===== config.mk =====
export PLATFORM = sky130hd
export DESIGN_NAME = zone_scheduler
export DESIGN_NICKNAME = d
export VERILOG_FILES = /design/src/rtl/zone_scheduler.sv
export SDC_FILE = /design/constraint.sdc
export NUM_CORES = 1
export LEC_CHECK = 0
export ABC_AREA = 1
export CORE_MARGIN = 2
export CORE_UTILIZATION = 45
export DETAILED_ROUTE_END_ITERATION = 10
export GPL_TIMING_DRIVEN = 0
export PLACE_DENSITY_LB_ADDON = 0.12
export SYNTH_ARGS = -nofsm -noshare
export SYNTH_HDL_FRONTEND = slang
export SYNTH_SLANG_ARGS = --single-unit

===== constraint.sdc =====
create_clock -name clk -period 3.9 [get_ports clk]
set_input_delay 0.78 -clock clk [delete_from_list [all_inputs] [get_ports clk]]
set_output_delay 0.78 -clock clk [all_outputs]
set_load 0.02 [all_outputs]

===== src/rtl/zone_scheduler.sv =====
// Irrigation zone scheduler: grants one of seven zones round-robin and
// drives a demux (selector S, data in) through SELECT, WATER and GAP phases.
module zone_scheduler #(
   parameter int unsigned WATER_TIME = 16,
   parameter int unsigned GAP_TIME   = 4
) (
   input  logic       clk,
   input  logic       reset,
   input  logic       enable,
   input  logic       abort,
   input  logic [6:0] req,
   output logic [2:0] S,
   output logic       in,
   output logic       busy,
   output logic       zone_done
);

   typedef enum logic [1:0] {
      IDLE,
      SELECT,
      WATER,
      GAP
   } state_t;

   localparam logic [15:0] WATER_LOAD = 16'(WATER_TIME - 1);
   localparam logic [15:0] GAP_LOAD   = 16'(GAP_TIME - 1);

   state_t      state;
   state_t      state_next;
   logic [15:0] timer;
   logic [15:0] timer_next;
   logic [2:0]  ptr;
   logic [2:0]  ptr_next;
   logic [2:0]  s_next;
   logic        in_next;
   logic        busy_next;
   logic        done_next;

   logic        pending;
   logic        stop;
   logic [2:0]  grant;
   logic        found;
   logic [3:0]  cand;

   assign pending = enable & (|req);
   assign stop    = abort | ~enable;

   // Round-robin search starting just after the last completed zone.
   always_comb begin
      grant = 3'd0;
      found = 1'b0;
      cand  = 4'd0;
      for (int i = 1; i <= 7; i++) begin
         cand = {1'b0, ptr} + 4'(i);
         if (cand >= 4'd7) begin
            cand = cand - 4'd7;
         end
         if (!found && req[cand[2:0]]) begin
            grant = cand[2:0];
            found = 1'b1;
         end
      end
   end

   // Next-state and next-output logic; every output is registered below.
   always_comb begin
      state_next = state;
      timer_next = timer;
      ptr_next   = ptr;
      s_next     = S;
      in_next    = in;
      done_next  = 1'b0;
      case (state)
         IDLE: begin
            s_next  = 3'd0;
            in_next = 1'b0;
            if (!abort && pending) begin
               s_next     = grant + 3'd1;
               state_next = SELECT;
            end
         end
         SELECT: begin
            if (stop) begin
               s_next     = 3'd0;
               in_next    = 1'b0;
               timer_next = 16'd0;
               state_next = IDLE;
            end else begin
               in_next    = 1'b1;
               timer_next = WATER_LOAD;
               state_next = WATER;
            end
         end
         WATER: begin
            if (stop) begin
               s_next     = 3'd0;
               in_next    = 1'b0;
               timer_next = 16'd0;
               state_next = IDLE;
            end else if (timer == 16'd0) begin
               s_next     = 3'd0;
               in_next    = 1'b0;
               done_next  = 1'b1;
               ptr_next   = S - 3'd1;
               timer_next = GAP_LOAD;
               state_next = GAP;
            end else begin
               timer_next = timer - 16'd1;
            end
         end
         GAP: begin
            s_next  = 3'd0;
            in_next = 1'b0;
            if (stop) begin
               timer_next = 16'd0;
               state_next = IDLE;
            end else if (timer == 16'd0) begin
               if (pending) begin
                  s_next     = grant + 3'd1;
                  state_next = SELECT;
               end else begin
                  state_next = IDLE;
               end
            end else begin
               timer_next = timer - 16'd1;
            end
         end
         default: begin
            s_next     = 3'd0;
            in_next    = 1'b0;
            timer_next = 16'd0;
            state_next = IDLE;
         end
      endcase
      busy_next = (state_next != IDLE);
   end

   // State, timer, pointer and output registers with synchronous reset.
   always_ff @(posedge clk) begin
      if (reset) begin
         state     <= IDLE;
         timer     <= 16'd0;
         ptr       <= 3'd6;
         S         <= 3'd0;
         in        <= 1'b0;
         busy      <= 1'b0;
         zone_done <= 1'b0;
      end else begin
         state     <= state_next;
         timer     <= timer_next;
         ptr       <= ptr_next;
         S         <= s_next;
         in        <= in_next;
         busy      <= busy_next;
         zone_done <= done_next;
      end
   end

endmodule

==> run_1/registers.png <==
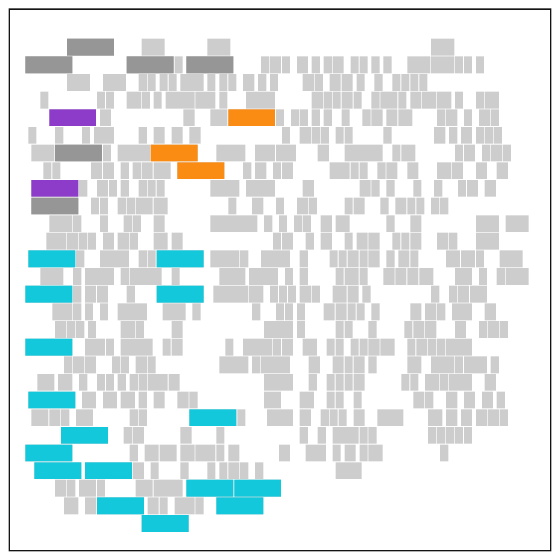
color	name in the netlist	placed flops
purple	state	2
orange	ptr	3
cyan	timer	16
not colored	6

==> run_1/zoom.png <==
The bar under the picture is 20 um long. Region (0, 0) to (50, 50) um. Cells in gray, sequential cells in the stronger gray; small squares are vias.
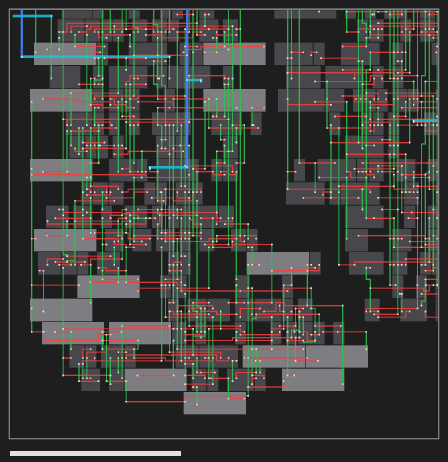
color	layer
blue	met4
cyan	met3
red	met1
green	met2
sequential cells in the window	16
most frequent	nand2_1 (35), nor2_1 (21), inv_1 (18)
netlist names of flops here include	timer (16)
cells with their middle in the window	171

==> run_1/final_placement.png <==
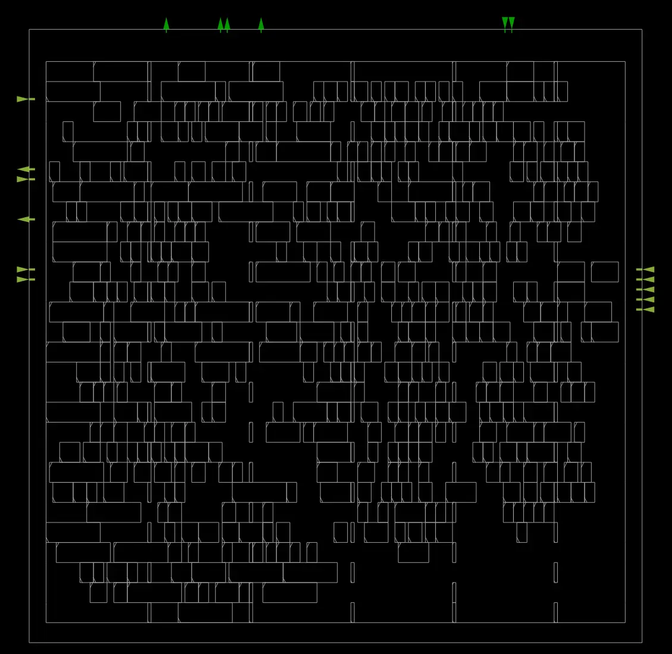
TAP cells: 75
sequential fraction of total cell area: 0.173
sequential cells: 27

[run 1: layer usage]
metal	vias to the layer above	global-route usage	routed length, um
met5	-	0	0
met4	0	0.0820	202
met3	18	0.0179	297
met2	74	0.362	3430
met1	1345	0.263	3390
li1	1595	-	-
[run 1: worst max path at each step]
| stage | end | depth (start not counted) |
|---|---|---|
| 2_1_floorplan | S[2]$_SDFFE_PP0P_ | 20 |
| 3_3_place_gp | S[1]$_SDFFE_PP0P_ | 17 |
| 3_5_place_dp | S[1]$_SDFFE_PP0P_ | 18 |
| 4_1_cts | S[1]$_SDFFE_PP0P_ | 18 |
| 5_1_grt | S[1]$_SDFFE_PP0P_ | 17 |
| 6_report | S[1]$_SDFFE_PP0P_ | 18 |
==> out/qor.yml, run 1 <==
asyncSetResetFlopFracSynth: 0
dr.first_iter.drc_count: 196
p_comb_w: 0.000188
enable_flop_cells: 0
syn_inst: 476
fraction_of_standard_cell_area_in_multi_input_logic: 0.626
drive_above_1_share: 0.0909
final.signal_inverter_count: 73
top_register: "timer"
drc: 0
ys_sh_aoi: 0.139
clkTransAtPathRegs_ns: 0.09
worstSetupEndpointType: "flop"
crit_path_start: "ptr[1]$_SDFFE_PP1P_"
flip_flop_count_of_the_largest_register_after_layout: 16
critPathMaxFanout: 9
hold-path-cell-count: 2
detail_route.vias_per_cell: 5.32
synth_xor_xnor_area_share: 0.0243
design_power_total_w: 0.000645
synth-warning-count: 0
reg2regPathDepth: 18
grt_max_degree: 15
nonClockBufferCount: 22
io_buffer_count: 15
gate_family_responsible_for_the_most_delay_along_the_worst_path: "AND-OR/OR-AND gates"
power.share.combinational: 0.291
die_w_um: 83.3
power.ir.vdd_worst_uv: 247
cell_with_the_most_instances_after_synthesis: "sky130_fd_sc_hd__nand2_1"
hold-worst-slack_ns: 0.470
timing.final.setup_violations: 0
max_stage_delay_ns: 0.44
grt_util_all_layers: 0.208
cts_tree: "done"
timing.final.crit_period_ns: 3.51
worstPathBufferInverterCount: 3
register_to_register_setup_slack_ns: 0.39
synth-cells-yosys: 476
ys_sh_adder: 0.0735
clock_tree.buffer_depth: 2
drv_slew: 0
layout_top_cells_excl_fill_tap: "135 x sky130_fd_sc_hd__nand2_1, 65 x sky130_fd_sc_hd__inv_1, 64 x sky130_fd_sc_hd__nand3_1, 38 x sky130_fd_sc_hd__nor2_1, 27 x sky130_fd_sc_hd__dfxtp_1"
hold_viol_final: 0
postRouteAntennaNets: 0
first_global_vias: 2734
yosys-dominant-comb-family: "simple AND/OR/NAND/NOR gates"
dominant_power_group: "registers"
antenna-diode-count: 0
common_cells: "135 x sky130_fd_sc_hd__nand2_1, 66 x sky130_fd_sc_hd__inv_1, 64 x sky130_fd_sc_hd__nand3_1"
logic_area_um2: 1950
grt_antenna_before_repair: 0
grt_setup_unrepaired: "no"
ys_area_um2: 2830
post_synth_main_area_contributors: "sky130_fd_sc_hd__dfxtp_1 19%, sky130_fd_sc_hd__nand2_1 18%, sky130_fd_sc_hd__nand3_1 11%"
layout.clock_buffers: 4
p_int_w: 0.000431
timing.final.ws_setup_ns: 0.390
number_of_standard_cells_in_the_final_layout_excluding_fillers: 570
mux_share: 0
post-route-period-util: 0.900
drt_pass1_iterations: 5
cts_hold_buffers: 0
power_leakage_nw: 1.55
clock_area_frac: 0.0145
fill_cell_instance_count_of_the_final_layout: 645
placed_cell_area_um2: 3070
power_per_cell_area_nw_per_um2: 207
dieArea_um2: 6930
status: "complete, no violations"
cts_resized: 0
==> run 2, diff against run 1 <==
--- a/config.mk
+++ b/config.mk
@@ -13,2 +13,3 @@
 export PLACE_DENSITY_LB_ADDON = 0.12
+export SKIP_CTS_REPAIR_TIMING = 1
 export SYNTH_ARGS = -nofsm -noshare
@@ -16 +17,2 @@
 export SYNTH_SLANG_ARGS = --single-unit
+export TNS_END_PERCENT = 10
--- a/constraint.sdc
+++ b/constraint.sdc
@@ -3,2 +3,2 @@
 set_output_delay 0.78 -clock clk [all_outputs]
-set_load 0.02 [all_outputs]
+set_load 0.01 [all_outputs]
==> run_2/cell_classes.png <==
Fill, decap, tap and diode cells in gray.
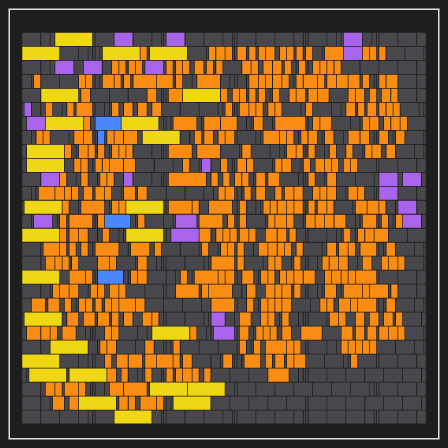
color	class	cells	share of their area
purple	other buffers and delay cells	22	6.9%
blue	clock drivers and dummy loads	4	1.5%
orange	all other logic	442	74%
yellow	flip-flops	27	18%

==> run_2/zoom.png <==
The bar under the picture is 20 um long. Region (0, 0) to (50, 50) um. Cells in gray, sequential cells in the stronger gray; small squares are vias.
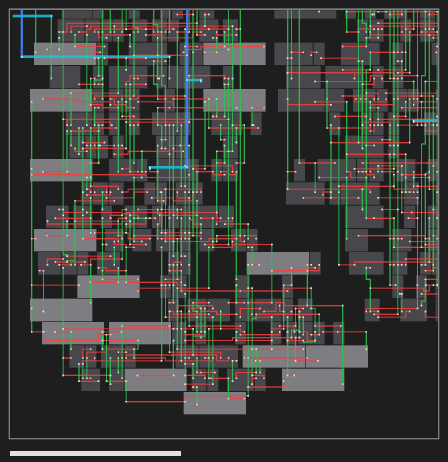

==> run 2 against run 1 <==
Non-clock buffer count stayed put. Synthesized cell count stayed put. Clock skew stayed put. Worst hold slack stayed put. Sequential power hardly changed. Die area stayed put. Global-route usage stayed put. Power is 0.20% lower. Core utilization stayed put. Clock-buffer cell count stayed put. Sequential cell count stayed put. Largest power group unchanged.
==> out/qor.yml, run 2 <==
post-route-period-util: 0.900
first_global_vias: 2734
drt_pass1_iterations: 5
clock_area_frac: 0.0145
well_tap_count: 75
drive_above_1_share: 0.0909
cell_with_the_most_instances_after_synthesis: "sky130_fd_sc_hd__nand2_1"
syn_area_um2: 2830
number_of_standard_cells_in_the_final_layout_excluding_fillers: 570
placed_cell_area_um2: 3070
clock_tree.buffer_depth: 2
max_stage_delay_ns: 0.44
synth-cells-yosys: 476
worstSetupEndpointType: "flop"
timing.final.crit_period_ns: 3.51
routed-wl-met2_um: 3430
top_register: "timer"
asyncSetResetFlopFracSynth: 0
flip_flop_count_of_the_largest_register_after_layout: 16
hold_viol_final: 0
die_w_um: 83.3
drt-met1-wl_um: 3390
met3_length_um: 297
flop-count: 27
drv_slew: 0
power_per_cell_area_nw_per_um2: 207
drc: 0
p_comb_w: 0.000186
place_hpwl_um: 5830
grt_antenna_before_repair: 0
grt_util_met2: 0.362
globalRouteMet3Util: 0.0179
critPathArrivalTime_ns: 3.71
layout.clock_buffers: 4
detail_route.vias_per_cell: 5.32
dr_top_layer: "met4"
clock-root-buffer: "sky130_fd_sc_hd__clkbuf_8"
timing.final.ws_setup_ns: 0.390
nonClockBufferCount: 22
io_buffer_count: 15
p_int_w: 0.000431
syn_inst: 476
layout_top_cells_excl_fill_tap: "135 x sky130_fd_sc_hd__nand2_1, 65 x sky130_fd_sc_hd__inv_1, 64 x sky130_fd_sc_hd__nand3_1, 38 x sky130_fd_sc_hd__nor2_1, 27 x sky130_fd_sc_hd__dfxtp_1"
timing.final.setup_violations: 0
synth-warning-count: 0
enable_flop_cells: 0
fill_cell_instance_count_of_the_final_layout: 645
regArea_um2: 541
dominant_power_group: "registers"
dr.first_iter.drc_count: 196
common_cells: "135 x sky130_fd_sc_hd__nand2_1, 66 x sky130_fd_sc_hd__inv_1, 64 x sky130_fd_sc_hd__nand3_1"
power.share.combinational: 0.290
critPathMaxFanout: 9
via_count: 3032
status: "complete, no violations"
worstPathBufferInverterCount: 3
antenna-diode-count: 0
postRouteAntennaNets: 0
power_leakage_nw: 1.55
grt_setup_unrepaired: "no"
ys_area_um2: 2830
hold-worst-slack_ns: 0.470
fraction_of_standard_cell_area_in_multi_input_logic: 0.626
gr-max-usage-layer: "met2"
grt_util_all_layers: 0.208
design_power_total_w: 0.000644
buffer_area_frac: 0.0671
post_synth_main_area_contributors: "sky130_fd_sc_hd__dfxtp_1 19%, sky130_fd_sc_hd__nand2_1 18%, sky130_fd_sc_hd__nand3_1 11%"
use_met1: 0.263
seq_area_frac: 0.173
dieArea_um2: 6930
run 2: logic make-up (layout without fill, tap and decap cells):
kind of cell,count (synthesis),count (layout),synth area share
fa+ha+maj,16,16,0.0735
compound gates,66,66,0.139
buf+inv,80,99,0.119
flops,27,27,0.191
simple gates,280,280,0.453
xor+xnor,7,7,0.0243
run 2: final timing paths:
path | start | end | slack (ns) | depth (start not counted)
max reg2reg | ptr[1]$_SDFFE_PP1P_ | S[1]$_SDFFE_PP0P_ | 0.39 | 18
min reg2reg | S[0]$_SDFFE_PP0P_ | S[0]$_SDFFE_PP0P_ | 0.47 | 2
max | ptr[1]$_SDFFE_PP1P_ | S[1]$_SDFFE_PP0P_ | 0.39 | 18
min | S[0]$_SDFFE_PP0P_ | S[0]$_SDFFE_PP0P_ | 0.47 | 2
Power and IR drop assume default switching activity.
